$ cat src/rtl/mem_port_arbiter_pkg.sv
// mem_port_arbiter_pkg: state and owner encodings for the shared memory port arbiter.
package mem_port_arbiter_pkg;
    typedef enum logic [1:0] {ARB_IDLE, ARB_REQ, ARB_RESP} arb_state_e;
    typedef enum logic {OWN_IF, OWN_LS} arb_owner_e;
endpackage

$ cat src/rtl/mem_port_arbiter.sv
// mem_port_arbiter: shares one memory port between fetch and load/store, one transaction at a time.
module mem_port_arbiter
    import mem_port_arbiter_pkg::*;
#(
    parameter int ADDR_W  = 32,
    parameter int DATA_W  = 32,
    parameter int TIMEOUT = 64
) (
    input  logic                clk_i,
    input  logic                rstn_i,
    input  logic                if_req_i,
    input  logic [ADDR_W-1:0]   if_addr_i,
    output logic                if_gnt_o,
    output logic                if_rvalid_o,
    input  logic                ls_req_i,
    input  logic                ls_we_i,
    input  logic [DATA_W/8-1:0] ls_be_i,
    input  logic [ADDR_W-1:0]   ls_addr_i,
    input  logic [DATA_W-1:0]   ls_wdata_i,
    output logic                ls_gnt_o,
    output logic                ls_rvalid_o,
    output logic [DATA_W-1:0]   rdata_o,
    output logic                rerr_o,
    output logic                mem_req_o,
    output logic                mem_we_o,
    output logic [DATA_W/8-1:0] mem_be_o,
    output logic [ADDR_W-1:0]   mem_addr_o,
    output logic [DATA_W-1:0]   mem_wdata_o,
    input  logic                mem_gnt_i,
    input  logic                mem_rvalid_i,
    input  logic [DATA_W-1:0]   mem_rdata_i,
    output logic                busy_o,
    output logic                proto_err_o
);
    localparam int CW = TIMEOUT > 0 ? $clog2(TIMEOUT + 1) : 1;
    localparam logic [CW-1:0] LAST = CW'(TIMEOUT > 0 ? TIMEOUT - 1 : 0);

    arb_state_e          state_q, state_d;
    arb_owner_e          owner_q, owner_d;
    logic                we_q, we_d;
    logic [DATA_W/8-1:0] be_q, be_d;
    logic [ADDR_W-1:0]   addr_q, addr_d;
    logic [DATA_W-1:0]   wdata_q, wdata_d;
    logic [CW-1:0]       cnt_q, cnt_d;
    logic                perr_q, perr_d;
    logic                idle, done, abort, rsp;

    always_comb begin
        idle     = state_q == ARB_IDLE;
        ls_gnt_o = idle & ls_req_i;
        if_gnt_o = idle & if_req_i & ~ls_req_i;
        done     = (state_q == ARB_RESP) & mem_rvalid_i;
        // a grant or response arriving on the expiry cycle takes precedence over the abort
        abort    = (TIMEOUT > 0) && !idle && cnt_q == LAST &&
                   !(state_q == ARB_REQ ? mem_gnt_i : mem_rvalid_i);
        rsp         = done | abort;
        if_rvalid_o = rsp & (owner_q == OWN_IF);
        ls_rvalid_o = rsp & (owner_q == OWN_LS);
        rerr_o      = abort;
        rdata_o     = done ? mem_rdata_i : '0;
        perr_d   = perr_q | (mem_rvalid_i & (state_q != ARB_RESP));
        state_d  = state_q;
        owner_d  = owner_q;
        we_d     = we_q;
        be_d     = be_q;
        addr_d   = addr_q;
        wdata_d  = wdata_q;
        cnt_d    = (!idle && TIMEOUT > 0) ? cnt_q + CW'(1) : cnt_q;
        if (ls_gnt_o | if_gnt_o) begin
            state_d = ARB_REQ;
            owner_d = ls_gnt_o ? OWN_LS : OWN_IF;
            we_d    = ls_gnt_o & ls_we_i;
            be_d    = ls_gnt_o ? ls_be_i : '1;
            addr_d  = ls_gnt_o ? ls_addr_i : if_addr_i;
            wdata_d = ls_gnt_o ? ls_wdata_i : '0;
            cnt_d   = '0;
        end else if (rsp) begin
            state_d = ARB_IDLE;
        end else if (state_q == ARB_REQ && mem_gnt_i) begin
            state_d = ARB_RESP;
        end
    end

    always_ff @(posedge clk_i or negedge rstn_i) begin
        if (!rstn_i) begin
            state_q <= ARB_IDLE;
            owner_q <= OWN_IF;
            we_q    <= 1'b0;
            be_q    <= '0;
            addr_q  <= '0;
            wdata_q <= '0;
            cnt_q   <= '0;
            perr_q  <= 1'b0;
        end else begin
            state_q <= state_d;
            owner_q <= owner_d;
            we_q    <= we_d;
            be_q    <= be_d;
            addr_q  <= addr_d;
            wdata_q <= wdata_d;
            cnt_q   <= cnt_d;
            perr_q  <= perr_d;
        end
    end

    assign mem_req_o   = state_q == ARB_REQ;
    assign mem_we_o    = we_q;
    assign mem_be_o    = be_q;
    assign mem_addr_o  = addr_q;
    assign mem_wdata_o = wdata_q;
    assign busy_o      = !idle;
    assign proto_err_o = perr_q;
endmodule

$ cat config.mk
export PLATFORM = sky130hd
export DESIGN_NAME = mem_port_arbiter
export DESIGN_NICKNAME = d
export VERILOG_FILES = /design/src/rtl/mem_port_arbiter_pkg.sv /design/src/rtl/mem_port_arbiter.sv
export SDC_FILE = /design/constraint.sdc
export NUM_CORES = 1
export LEC_CHECK = 0
export ABC_AREA = 1
export ABC_CLOCK_PERIOD_IN_PS = 1700
export CAP_MARGIN = 0
export CORE_ASPECT_RATIO = 0.6
export CORE_UTILIZATION = 36
export CTS_CLUSTER_SIZE = 12
export DETAILED_ROUTE_END_ITERATION = 16
export HOLD_SLACK_MARGIN = 0.06
export PLACE_DENSITY_LB_ADDON = 0.15
export SYNTH_ARGS = -nofsm -noshare
export SYNTH_HDL_FRONTEND = slang
export SYNTH_SLANG_ARGS = --single-unit
export TNS_END_PERCENT = 5
$ cat constraint.sdc
create_clock -name clk_i -period 1.7 [get_ports clk_i]
set_input_delay 0.34 -clock clk_i [delete_from_list [all_inputs] [get_ports clk_i]]
set_output_delay 0.34 -clock clk_i [all_outputs]
set_load 0.01 [all_outputs]
Fig. 1: run 1, metal 1
(3 px per um) Supply wires on this layer in grey.
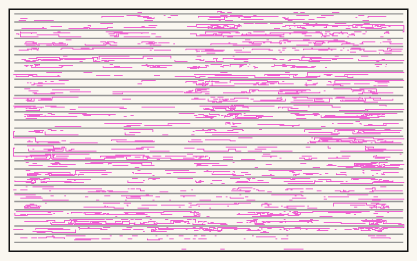
longest straight run = 41.9 um
main direction = horizontal
share of all routed wire = 44%
wire length on this layer = 4900 um
nets with wire on the layer = 676

Fig. 2: run 1, clock wires, drivers and flops
(4 px per um)
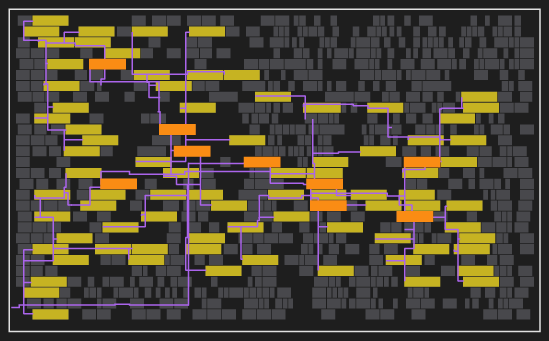
yellow -> flip-flops  # count 80
orange -> cells driving clock nets  # count 9
purple -> clock wires  # length 939 um
routed clock nets = 10

==> run_results.csv, run 1 <==
group,metric,value,unit
setup_path,setup.worst_path.class,"flip-flop to output port",
clocking,cts_tree,"done",
finish,buf_share,39.4,%
finish,antenna_cells,0,
yosys,syn_nets,539,
setup_path,cp-start-kind,"flip-flop",
clocking,path_clk_slew,0.06,ns
worst_hold_path,min_to,"proto_err_o$_DFF_PN0_",
finish,lay_top_count,"clkdlybuf4s50_1",
worst_hold_path,worstHoldStart,"mem_rvalid_i",
final_timing,layout_setup_ws,-0.0872,ns
yosys,avgSynthCellArea,9.19,sq um
final_timing,whs,0.414,ns
setup_path,cp-end-kind,"output port",
setup_path,reg2reg_depth,10,
finish,drive_gt1_share,16.4,%
job,warnings,28,
final_timing,period_used_share,105,%
run_status,status,"complete, but fails checks",
power,p_per_area,1550,nW/um^2
finish,logic_area,1420,sq um
finish,final_cells,804,
finish,layout.nets,804,
finish,comb_cells,250,
finish,num-fill-cells,810,
detailed_routing,wl_met1,4900,um
yosys,ys_seq_share,54.6,%
floorplan,row_count,28,
detailed_routing,wl,11100,um
run_status,violations,"negative setup slack",
power,p_switching,3.42,mW
yosys,synthAoiAreaFrac,16.9,%
yosys,ys_warn_count,0,
finish,areaGrowthSynthToFinish,81.5,%
final_timing,rsz0062_at_grt,"true",
place,dp_slack,-0.600,ns
final_timing,setup_tns,-2.30,ns
final_timing,finalSetupViolations,37,
yosys,xor_share,0,%
global_routing,grt_first_pass_wirelength,17900,um
power,combPwrFrac,50.3,%
finish,lay_top_cells,"clkdlybuf4s50_1, nand2_1, dfrtp_1, inv_1, nand3_1",
yosys,synth-main-ff-cell,"dfrtp_1",
Fig. 3: run 1, placement density heat map
(4 px per um) The die is cut into 13 by 8 equal tiles; white is low, dark blue is high, 0 to 100% covered.
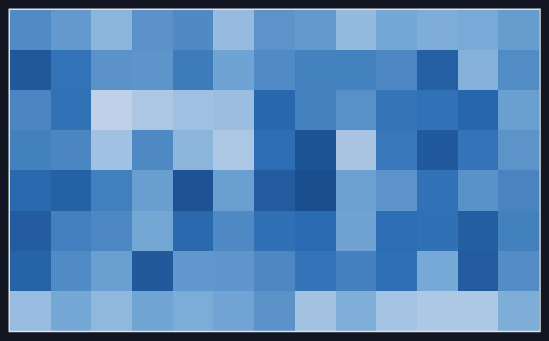
fullest tile = 88%
mean over tiles = 61%
tiles over 75% full = 19%

==> run 1: worst max-delay path: cells and delay by family (launching register included) <==
kind / cells / cell delay [ns]
flip-flops: 1 / 0.41
buffers and inverters: 2 / 0.25
AND/OR/NAND/NOR: 5 / 0.47
==> run 1: worst max path at each step <==
stage	cells after the start	slack (ns)	from	endpoint
after floorplan	6	0.09	state_q[1]$_DFFE_PN0P_	if_rvalid_o
after global placement	7	-0.52	mem_rvalid_i	rdata_o[16]
after detailed placement	7	-0.60	mem_rvalid_i	rdata_o[31]
after CTS	6	-0.18	cnt_q[0]$_DFFE_PN0P_	ls_rvalid_o
after global routing	7	-0.20	state_q[1]$_DFFE_PN0P_	if_rvalid_o
final	7	-0.09	state_q[1]$_DFFE_PN0P_	if_rvalid_o
==> run 2: changes to the inputs <==
--- a/config.mk
+++ b/config.mk
@@ -12,6 +12,7 @@
 export CORE_UTILIZATION = 36
 export CTS_CLUSTER_SIZE = 12
 export DETAILED_ROUTE_END_ITERATION = 16
+export GPL_ROUTABILITY_DRIVEN = 1
 export HOLD_SLACK_MARGIN = 0.06
 export PLACE_DENSITY_LB_ADDON = 0.15
 export SYNTH_ARGS = -nofsm -noshare
Fig. 4: run 2, placement density heat map
(4 px per um) The die is cut into 13 by 8 equal tiles; white is low, dark blue is high, 0 to 100% covered.
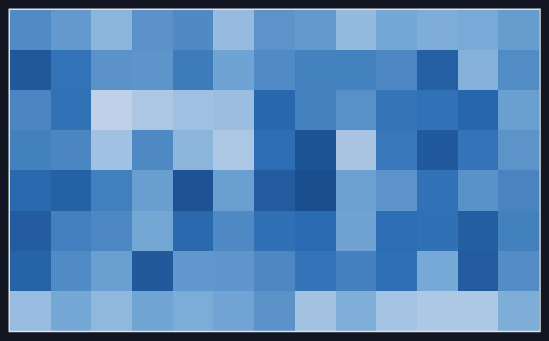
fullest tile = 88%
tiles over 75% full = 19%
mean over tiles = 61%

==> run_results.csv, run 2 <==
group,metric,value,unit
clocking,cts_tree,"done",
finish,num-fill-cells,810,
finish,final_cells,804,
final_timing,setup_tns,-2.30,ns
setup_path,reg2reg_depth,10,
setup_path,cp_num_buf_inv,2,
yosys,ys_warn_count,0,
finish,lay_top_count,"clkdlybuf4s50_1",
power,p_switching,3.42,mW
final_timing,finalSetupViolations,37,
place,dp_slack,-0.600,ns
final_timing,period_used_share,105,%
worst_hold_path,min_to,"proto_err_o$_DFF_PN0_",
setup_path,critPathLaunch,"state_q[1]$_DFFE_PN0P_",
finish,layout.nets,804,
floorplan,row_count,28,
clocking,path_clk_slew,0.06,ns
finish,drive_gt1_share,16.4,%
setup_path,setup.worst_path.class,"flip-flop to output port",
run_status,status,"complete, but fails checks",
worst_hold_path,worstHoldStart,"mem_rvalid_i",
run_status,violations,"negative setup slack",
setup_path,worstSetupEndpoint,"if_rvalid_o",
final_timing,rsz0062_at_grt,"true",
final_timing,layout_setup_ws,-0.0872,ns
yosys,ys_seq_share,54.6,%
finish,lay_top_cells,"clkdlybuf4s50_1, nand2_1, dfrtp_1, inv_1, nand3_1",
finish,antenna_cells,0,
final_timing,whs,0.414,ns
global_routing,grt_first_pass_wirelength,17900,um
finish,logic_area,1420,sq um
detailed_routing,wl,11100,um
Fig. 5: run 2, clock wires, drivers and flops
(4 px per um)
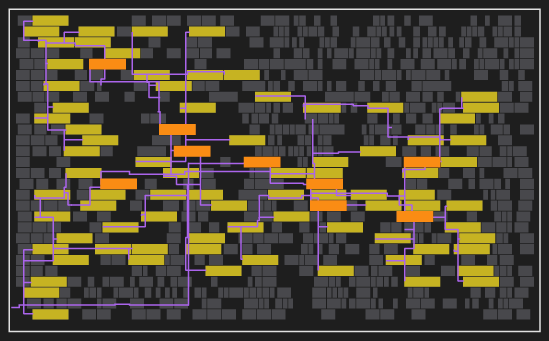
purple -> clock wires  # length 939 um
orange -> cells driving clock nets  # count 9
yellow -> flip-flops  # count 80
flops lie = spread over the die
routed clock nets = 10

run 2: layout make-up:
cell class	instances	share of cell area, %
flip-flops and latches	80	30.1
multi-input cells	250	21.3
repair buffers	280	39.4
inverters	43	2.46
well taps	135	2.54
clock inverters	5	0.602
clock buffers	11	3.65
run 2: kinds of logic after synthesis:
family / synth area share, %
and+or+nand+nor: 19.4
DFF: 54.6
adders and majority gates: 0.341
AOI/OAI and AO/OA: 16.9
buffers and inverters: 8.80
run 2: tightest hold or removal path: stages:
cell and delay (ns):
dlygate4sd2_1 0.23, o21ai_0 0.09, nand2_1 0.05
run 2: routing by layer:
layer / routed length (um) / vias up / GRT usage (%)
li1: - / 1837 / -
met1: 4900 / 1725 / 26.9
met2: 5200 / 133 / 34.8
met3: 884 / 12 / 7.77
met4: 140 / 0 / 6.09
met5: 0 / - / 0
Power and IR drop assume default switching activity.
